==> config.mk <==
export PLATFORM = sky130hd
export DESIGN_NAME = r5fp_fmac_retire
export DESIGN_NICKNAME = d
export VERILOG_FILES = /design/src/rtl/r5fp_fmac_retire.sv
export SDC_FILE = /design/constraint.sdc
export NUM_CORES = 1
export LEC_CHECK = 0
export CAP_MARGIN = 20
export CELL_PAD_IN_SITES_DETAIL_PLACEMENT = 1
export CELL_PAD_IN_SITES_GLOBAL_PLACEMENT = 1
export CORE_MARGIN = 4
export CORE_UTILIZATION = 40
export CTS_BUF_LIST = sky130_fd_sc_hd__clkbuf_16
export DETAILED_ROUTE_END_ITERATION = 8
export HOLD_SLACK_MARGIN = 0.05
export PLACE_DENSITY_LB_ADDON = 0.1
export SYNTH_ARGS = -nofsm -noshare
export SYNTH_HDL_FRONTEND = slang
export SYNTH_SLANG_ARGS = --single-unit
export TNS_END_PERCENT = 10
==> constraint.sdc <==
create_clock -name clk -period 4.92 [get_ports clk]
set_clock_uncertainty 0.05 [all_clocks]
set_input_delay 0.984 -clock clk [delete_from_list [all_inputs] [get_ports clk]]
set_output_delay 0.984 -clock clk [all_outputs]
set_load 0.01 [all_outputs]
==> run_1/clock_map.png <==
The bar under the picture is 20 µm long.
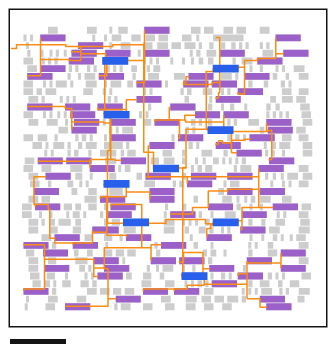
flip-flops -> purple  # count 93
cells driving clock nets -> blue  # count 9
clock wires -> orange  # length 1200 µm
flops lie = spread over the die
routed clock nets = 10
insertion delay to the later sink of the worst-skew pair: 340 ps
Clock Power Share: 0.196
Clock net power: 672 µW

==> run_1/zoom.png <==
Window x 36 to 76, y 36 to 76 µm. Cells in grey, sequential cells in the stronger grey; small squares are vias.
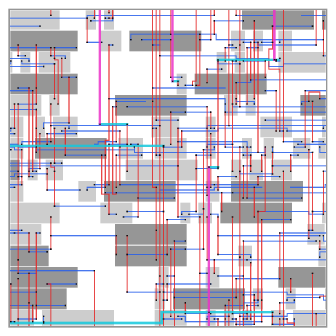
met4 -> magenta
met1 -> blue
met2 -> red
met3 -> cyan
sequential cells in the window = 17
most frequent = nand2_1 (21), dfrtp_1 (17), nand3_1 (6)
cells with their middle in the window = 74

==> run_1/final_clocks.png <==
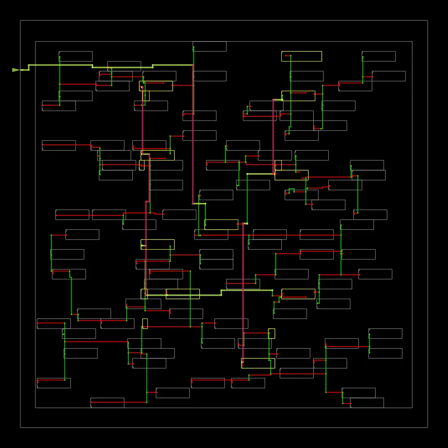
sequential cell count: 93
clock buffer count in the final layout: 9
clk sinks: 93
number of buffers added by the clock tree synthesis step: 9

==> notes.md, run 1 <==
run metrics: run status completed, Worst Path Required 3890 ps, flop-to-flop setup slack 2880 ps, max-cap violations 0, number of cells on the worst reg-to-reg path 5, Non-Filler Instances 673, GRT Resource Usage Total 0.194, detailed placement HPWL 7.49 mm, type of the worst min-delay path register to register, share of layout cells above drive strength 1 0.123, leakage dissipation 2.65 nW, Hold Worst Slack 420 ps, DR pass1 iterations 4, chip footprint 12500 µm², post-layout worst setup margin 1600 ps, Min-Delay Path Depth 2, Worst Setup End Kind primary output, share of total power consumed by net switching 0.337, core region area 10400 µm², overall routed net length 11.6 mm, synthesized area per cell 9.66 µm², Warnings, synthesis 0, clock transition time at the flip-flop clock pins of the worst setup and hold paths 60 ps, synthesis-to-layout area growth 29.3%, DRT iter0 DRCs 101, final setup violation count 0, Placed Instance Area 5300 µm², final core area utilization 0.536, number of hold buffers added after cts 0, number of cells in Yosys stat 447
[run 1: critical path, cell delays in order (launching register included)]
cell             delay [ps]
dfrtp_2                1010
mux2_2                  450
clkdlybuf4s50_1         490
[run 1: final cells by class]
| cell class | count | area (µm²) | share of cell area |
|---|---|---|---|
| sequential | 93 | 2330 | 0.417 |
| multi-input combinational | 328 | 1830 | 0.327 |
| timing repair buffer | 98 | 966 | 0.173 |
| clock buffer | 9 | 225 | 0.0404 |
| tap | 136 | 170 | 0.0305 |
| clock inverter | 7 | 57.6 | 0.0103 |
| inverter | 2 | 7.51 | 0.00135 |
[run 1: cells in the final DEF, fill, tap and decap left out, types with 2 or more instances in the layout]
cell type        synthesis  final
inv_1                    2      3
buf_4                    7      6
dfrtp_1                 93     92
nand2_1                170    170
nor2_1                   8      8
a22o_1                   2      2
nand3_1                 49     49
o21ai_0                  2      2
xor2_1                   4      4
clkbuf_16                0      9
and2_1                   3      3
a21oi_1                  2      2
nor4_1                   6      6
or2_2                    2      2
ha_1                     2      2
nand4_2                  2      2
clkinv_2                 0      4
clkdlybuf4s50_1          0     92
conb_1                   2      7
nand4_1                  6      6
mux2_2                  36     36
xnor2_1                 15     15
[run 1: kinds of logic after synthesis]
group                    after synthesis  share of synthesized area
AND/OR/NAND/NOR                      255                      0.264
flip-flops                            93                      0.539
multiplexers                          36                     0.0939
buffers and inverters                 31                     0.0423
XOR/XNOR                              19                     0.0386
AND-OR/OR-AND                          9                     0.0142
adder cells (fa/ha/maj)                2                    0.00580
other                                  2                    0.00174
[run 1: per-layer routing]
metal | vias up | GRT usage | share of wire
met5 | - | 0 | 0
met4 | 0 | 0.0600 | 0.017
met3 | 16 | 0.0397 | 0.038
met2 | 79 | 0.319 | 0.48
met1 | 1738 | 0.260 | 0.47
li1 | 1623 | - | -
==> run 2, diff against run 1 <==
- CORE_UTILIZATION: 40 -> 37
- clock period: 4.92 -> 3.4 ns (I/O delays scaled with it)
==> run_2/wire_density.png <==
The bar under the picture is 20 µm long. The die is cut into 23 by 23 equal tiles; white is low, dark blue is high, scaled to the fullest tile. Values are wire area over tile area, all layers added.
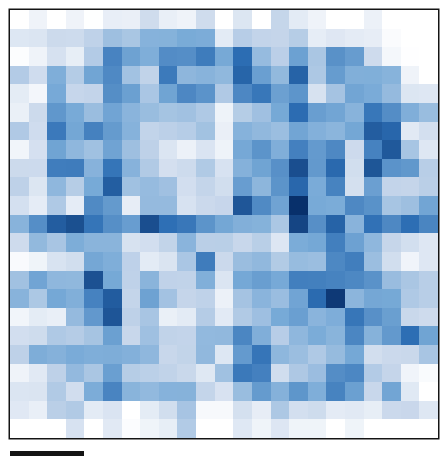
fullest tile = 0.37
mean over tiles = 0.14
nearly empty tiles = 5.7%
densest ninth of the die = right middle
tiles over half the peak = 29%
GRT Resource Usage Total: 0.186
wire per inst: 17.0 µm
DR vias: 3432

==> run_2/zoom.png <==
Window x 38 to 78, y 38 to 78 µm. Cells in grey, sequential cells in the stronger grey; small squares are vias.
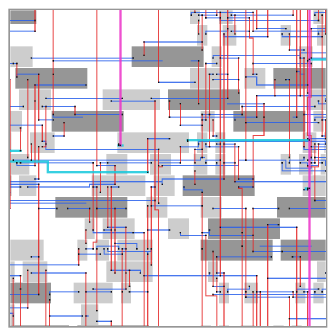
met1 -> blue
met3 -> cyan
met2 -> red
met4 -> magenta
sequential cells in the window = 13
most frequent = nand2_1 (15), dfrtp_1 (13)
cells with their middle in the window = 64

==> run 2 against run 1 <==
Effect of this change: critical path depth increased by 1; flip-flop count unchanged; sequential share of layout area decreased by 0.53 points; die area increased by 7.5%; combinational power increased by 51%; clock-buffer cell count unchanged; synthesized area unchanged; global-route usage decreased by 0.86 points; final area increased by 1.3%; wire length increased by 0.93%; highest routed layer unchanged; clock power increased by 46%; core utilization decreased by 4.1 points.
==> notes.md, run 2 <==
run metrics: run status completed, synthesis-to-layout area growth 30.9%, number of logic stages on the critical path including buffering 3 (+1), number of buffer and inverter instances along the worst setup path 2 (+1), Warnings, synthesis 0 (unchanged), floorplan utilization 0.378, most frequently placed logic cells in the final layout nand2_1, dfrtp_1, clkdlybuf4s50_1, clk sinks 93 (unchanged), slowest cell on the critical path dfrtp_2, insertion delay to the later sink of the worst-skew pair 340 ps (about the same), number of cells in Yosys stat 447 (unchanged), chip footprint 13500 µm² (+7.5%), DRT iter0 DRCs 158 (+56%), stage delay of the slowest cell on the critical path 660 ps (-350 ps), FF/Latch Area 2330 µm² (unchanged), logic area 1830 µm² (unchanged), CP Cell Sequence buf_4 > mux2_2 > clkdlybuf4s50_1, final setup violation count 0 (unchanged), Worst Setup End Kind primary output, detailed placement HPWL 7.72 mm (+3.0%), synthesized area per cell 9.66 µm² (unchanged), flop-to-flop setup slack 1500 ps (-1380 ps), number of buffers added by the clock tree synthesis step 9 (unchanged), leakage dissipation 2.67 nW (+0.95%), number of hold buffers added after cts 0 (unchanged), clock transition time at the flip-flop clock pins of the worst setup and hold paths 60 ps (about the same), number of cells on the worst reg-to-reg path 6 (+1), top logic cell by instance count in the layout nand2_1, cell class contributing the biggest share of worst-path delay buffers and inverters, Worst Path Required 2670 ps (-1220 ps), max-cap violations 0 (unchanged), Worst-Margin Slew 587 ps, maximum number of pins on one net before global-route repair 52, max-slew violations 0, type of the worst min-delay path input port to asynchronous set/reset pin, core region area 11400 µm² (+9.6%)
## run 2: per-layer routing
layer,vias up,routed length [µm],share of wire,GRT usage
met1,1705,5490,0.47,0.249
met3,12,542,0.046,0.0360
met4,0,186,0.016,0.0704
li1,1640,-,-,-
met2,75,5450,0.47,0.299
met5,-,0,0,0
## run 2: worst reg2reg max path: stages (launching register included)
cell and delay, ps:
dfrtp_1 490, or2_2 350, nand2_1 170, inv_1 120, ha_1 340, nor2_1 140
xor2_1 170
## run 2: final cells by class
type | count | share of cell area
multi-input cells | 328 | 0.323
well taps | 143 | 0.0317
flip-flops and latches | 93 | 0.412
repair buffers | 103 | 0.182
inverters | 2 | 0.00133
clock inverters | 7 | 0.0102
clock buffers | 9 | 0.0398
## run 2: logic make-up (layout without fill, tap and decap cells)
family	count (synthesis)	count (layout)	share of synthesized area
xor+xnor	19	19	0.0386
other cells	2	7	0.00174
mux	36	36	0.0939
simple gates	255	255	0.264
flops	93	93	0.539
fa+ha+maj	2	2	0.00580
buf+inv	31	121	0.0423
compound gates	9	9	0.0142
## run 2: metrics by stage
step           setup slack, ps  area [µm²]  hold WS (ps)  power (mW)  std cells
3_5_place_dp               826        5370           410        4.08        669
2_1_floorplan             1580        4340           334        3.02        452
6_report                   537        5650           283        5.01        685
5_1_grt                    464        5650           329        5.40        685
4_1_cts                    504        5650           306        5.10        685
3_3_place_gp               850        5370           403        4.01        669
## run 2: power breakdown
| group | internal, mW | switching, mW | leakage (nW) |
|---|---|---|---|
| registers | 1.57 | 0.336 | 1.17 |
| logic | 1.20 | 0.928 | 1.37 |
| clock network | 0.559 | 0.419 | 0.139 |
No activity file was given, so power comes from the tool's default toggle rates.
